--- config.mk ---
export PLATFORM = sky130hd
export DESIGN_NAME = tx_packet_arbiter
export DESIGN_NICKNAME = d
export VERILOG_FILES = /design/src/rtl/tx_packet_arbiter.sv
export SDC_FILE = /design/constraint.sdc
export NUM_CORES = 1
export LEC_CHECK = 0
export CORE_UTILIZATION = 47
export CTS_CLUSTER_DIAMETER = 30
export DETAILED_ROUTE_END_ITERATION = 12
export GPL_TIMING_DRIVEN = 0
export PLACE_DENSITY = 0.87
export SLEW_MARGIN = 20
export SYNTH_ARGS = -nofsm -noshare
export SYNTH_HDL_FRONTEND = slang
export SYNTH_SLANG_ARGS = --single-unit
--- constraint.sdc ---
create_clock -name clk -period 6.4 [get_ports clk]
set_input_delay 1.28 -clock clk [delete_from_list [all_inputs] [get_ports clk]]
set_output_delay 1.28 -clock clk [all_outputs]
set_load 0.03 [all_outputs]
--- src/rtl/tx_packet_arbiter.sv ---
// tx_packet_arbiter: round-robin packetizer for the tx FIFO write port (tag, length LSB first, payload); define TX_PACKET_CHECKSUM_EN to append an XOR checksum byte
module tx_packet_arbiter #(
  parameter int         NREQ     = 3,
  parameter logic [7:0] TAG_BASE = 8'hA0
) (
  input  logic              clk,
  input  logic              rst_n,
  input  logic [NREQ-1:0]   req_i,
  input  logic [16*NREQ-1:0] req_len_i,
  input  logic [NREQ-1:0]   req_valid_i,
  input  logic [8*NREQ-1:0] req_data_i,
  output logic [NREQ-1:0]   req_ready_o,
  output logic [NREQ-1:0]   req_done_o,
  output logic [2:0]        grant_id_o,
  output logic              busy_o,
  input  logic              tx_wfull_i,
  output logic              tx_winc_o,
  output logic [7:0]        tx_wdata_o
);
  typedef enum logic [2:0] {
    IDLE, HDR, LEN_LO, LEN_HI, PAYLOAD, FIN
`ifdef TX_PACKET_CHECKSUM_EN
    , CSUM
`endif
  } state_e;
`ifdef TX_PACKET_CHECKSUM_EN
  localparam state_e TAIL = CSUM;
`else
  localparam state_e TAIL = FIN;
`endif
  state_e      state_q, state_d;
  logic [2:0]  grant_q, grant_d, last_q, last_d, pick;
  logic [15:0] cnt_q, cnt_d, pick_len;
  logic        any_req, cur_valid;
  logic [7:0]  cur_data;
  // first requester after the last owner (with wrap), and the owner's payload stream
  always_comb begin
    any_req = 1'b0;
    pick = '0;
    pick_len = '0;
    cur_valid = 1'b0;
    cur_data = '0;
    for (int k = NREQ; k >= 1; k--)
      for (int i = 0; i < NREQ; i++)
        if (req_i[i] && i == (int'(last_q) + k) % NREQ) begin
          any_req = 1'b1;
          pick = 3'(i);
        end
    for (int i = 0; i < NREQ; i++) begin
      if (pick == 3'(i)) pick_len = req_len_i[16*i +: 16];
      if (grant_q == 3'(i)) begin
        cur_valid = req_valid_i[i];
        cur_data = req_data_i[8*i +: 8];
      end
    end
  end
`ifdef TX_PACKET_CHECKSUM_EN
  logic [7:0] csum_q, csum_d;
  // running XOR of every byte written before the checksum, cleared while idle
  always_comb csum_d = state_q == IDLE ? 8'h00 : (tx_winc_o && state_q != CSUM) ? csum_q ^ tx_wdata_o : csum_q;
  // checksum accumulator register
  always_ff @(posedge clk or negedge rst_n)
    if (!rst_n) csum_q <= '0;
    else csum_q <= csum_d;
`endif
  // packet framing: header bytes, payload pass-through, done pulse
  always_comb begin
    state_d = state_q;
    grant_d = grant_q;
    last_d = last_q;
    cnt_d = cnt_q;
    tx_winc_o = 1'b0;
    tx_wdata_o = '0;
    case (state_q)
      IDLE: if (any_req) begin
        state_d = HDR;
        grant_d = pick;
        cnt_d = pick_len;
      end
      HDR: begin
        tx_wdata_o = TAG_BASE | {5'b0, grant_q};
        tx_winc_o = !tx_wfull_i;
        if (tx_winc_o) state_d = LEN_LO;
      end
      LEN_LO: begin
        tx_wdata_o = cnt_q[7:0];
        tx_winc_o = !tx_wfull_i;
        if (tx_winc_o) state_d = LEN_HI;
      end
      LEN_HI: begin
        tx_wdata_o = cnt_q[15:8];
        tx_winc_o = !tx_wfull_i;
        if (tx_winc_o) state_d = cnt_q != '0 ? PAYLOAD : TAIL;
      end
      PAYLOAD: begin
        tx_wdata_o = cur_data;
        tx_winc_o = cur_valid && !tx_wfull_i;
        if (tx_winc_o) begin
          cnt_d = cnt_q - 16'd1;
          if (cnt_q == 16'd1) state_d = TAIL;
        end
      end
`ifdef TX_PACKET_CHECKSUM_EN
      CSUM: begin
        tx_wdata_o = csum_q;
        tx_winc_o = !tx_wfull_i;
        if (tx_winc_o) state_d = FIN;
      end
`endif
      FIN: begin
        last_d = grant_q;
        state_d = IDLE;
      end
      default: state_d = IDLE;
    endcase
  end
  // per-requester handshake strobes
  always_comb
    for (int i = 0; i < NREQ; i++) begin
      req_ready_o[i] = state_q == PAYLOAD && grant_q == 3'(i) && !tx_wfull_i;
      req_done_o[i] = state_q == FIN && grant_q == 3'(i);
    end
  assign busy_o = state_q != IDLE && state_q != FIN;
  assign grant_id_o = grant_q;
  // state, owner, byte counter and round-robin pointer
  always_ff @(posedge clk or negedge rst_n)
    if (!rst_n) begin
      state_q <= IDLE;
      grant_q <= '0;
      last_q <= 3'(NREQ - 1);
      cnt_q <= '0;
    end else begin
      state_q <= state_d;
      grant_q <= grant_d;
      last_q <= last_d;
      cnt_q <= cnt_d;
    end
endmodule

Fig. 1: floorplan with the power grid
Scale: 4 px per um. Pins as bars on the die edge.
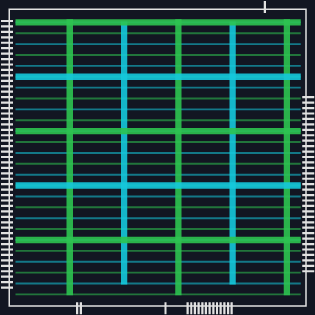
net	colour
VSS	green
VDD	cyan
rows	25
met1 rails	26

Fig. 2: placed cells, one colour a class
Scale: 4 px per um. Fill, decap, tap and diode cells in grey.
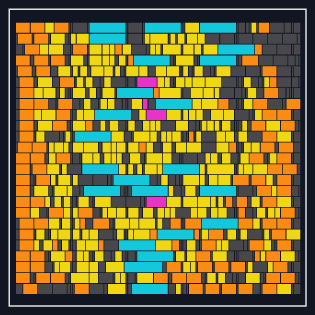
class	colour	cells	share of their area
other buffers and delay cells	orange	124	33%
all other logic	yellow	262	49%
clock drivers and dummy loads	magenta	4	1.3%
flip-flops	cyan	23	17%

==> results.toml <==
# yosys + openroad results
[status]
status = "complete, no violations"

[clock_tree]
ctsHoldBuffers = 0
cts_sinks = 23
path_clk_slew_ns = 0.08
post_cts_buffers = 0
worstSkewPairLatency_ns = 0.27
cts_buffers = 3
clockBufferDepth = 2

[worst_hold_path]
holdPathEnd = "last_q[0]"
min_path_type = "register to register"
whs_path_depth = 1

[critical_path]
crit_required_ns = 5.12
slowest_delay_ns = 0.68
ff2ff_setup_slack_ns = 3.81
reg2regPathDepth = 7
r2r-end = "cnt_q[10]"
criticalPathCategory = "primary input to output port"
path_common_cell = "clkdlybuf4s50_1"

[pwr]
power_frac_seq = 0.192
switching_share = 0.510
comb_cell_power_mw = 1.18
power.group.top = "combinational cells"
power_mw = 1.58

[yosys]
synth-edff-count = 0
ys_sh_aoi = 0.255
mux_area_frac = 0.115
top_area_cell = "dfrtp_1"
top_cell = "nor2_1"
ys_top_cells_by_count = "nor2_1 (42), dfrtp_1 (22), mux2i_1 (21), o21ai_0 (19), nand2_1 (16)"
postSynthSeqShare = 0.238
xor_area_frac = 0.00361
synthCells = 311
synthAdderAreaFrac = 0.0207
synthArstFlopShare = 1.00
synth_nets = 396
ys_area_um2 = 2420
yosys.area.top_type_share = 0.227
topCellsByArea = "dfrtp_1 (23%), mux2i_1 (8.7%), nor2_1 (6.5%), o21ai_0 (3.9%), a21oi_1 (3.1%)"

[final_timing]
drv_slew = 0
hold_viol = 0
finalCriticalPeriod_ns = 4.45
setup_tns_ns = 0
setup_ws_ns = 1.95
rsz0062_at_grt = "no"
setup_violations = 0
relSlewSlack = 0.412

[detailed_routing]
wl_met2_mm = 3.81
wl_met3_um = 712
drt_pass1_iterations = 5
drt-met1-wl_mm = 3.37
drt_iter0_drc = 254
drt-total-wl_mm = 8.11
drc_errors = 0

[final_layout]
flops = 23
clkbuf_count = 4
regArea_um2 = 577
post-route-util = 0.728
nMultiInputCombCells = 254
nNonClkBuffers = 124
drive_gt1_frac = 0.104
antennaDiodeCount = 0
largest_class = "multi-input combinational cells"
syn_to_final_growth_pct = 45.6
nets = 499

[place]
io_buffers = 98
dp_slack_ns = 2.02

[grt]
grtUsageMet3 = 0.0425
grt_overflow = 0
busiest_layer = "met2"
grt_util_met2 = 0.526
groute.usage.overall = 0.308
grt_pass1_vias = 2720

[die]
tapCellCount = 67
initCoreUtil = 0.500
core_um2 = 4850

[run]
log.warning_count = 28
Fig. 3: routed clock nets over the placement
Scale: 8 px per um.
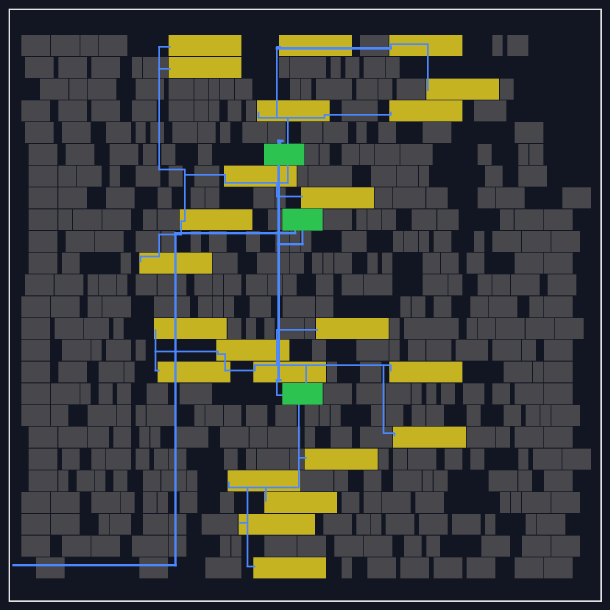
[clock wires] blue | length: 341 um
[flip-flops] yellow | count: 23
[cells driving clock nets] green | count: 3
routed clock nets	4

Fig. 4: signal wires by layer
Scale: 4 px per um. Two of the layers only.
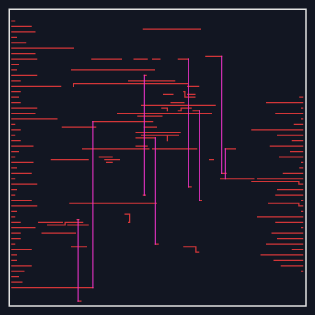
layer	colour	wire length
met4	magenta	209 um
met3	red	713 um

==> placed cells by master, fill, tap and decap left out, types with 5 or more instances in the layout <==
master            n
o22ai_1           8
o21ai_0          19
and2_1            8
a21oi_1          15
nand2_1          16
inv_1             8
dfrtp_1          22
nor4_1            6
nor2_1           42
or3_1             6
a31oi_1           5
nor3_1           10
mux2_2            6
mux2i_1          21
nand3_1          14
clkbuf_1          8
buf_2            11
clkdlybuf4s50_1  97
==> stage by stage <==
step                      hold WS, ns  instance area [um2]
after floorplan                 0.479                 2420
after global placement          0.529                 3490
after detailed placement        0.535                 3490
after CTS                       0.551                 3530
after global routing            0.566                 3530
final                           0.558                 3530
==> flip-flops by register name, indices dropped and copies added (netlist names) <==
name        count
cnt_q          16
state_q         3
grant_id_o      2
last_q          2
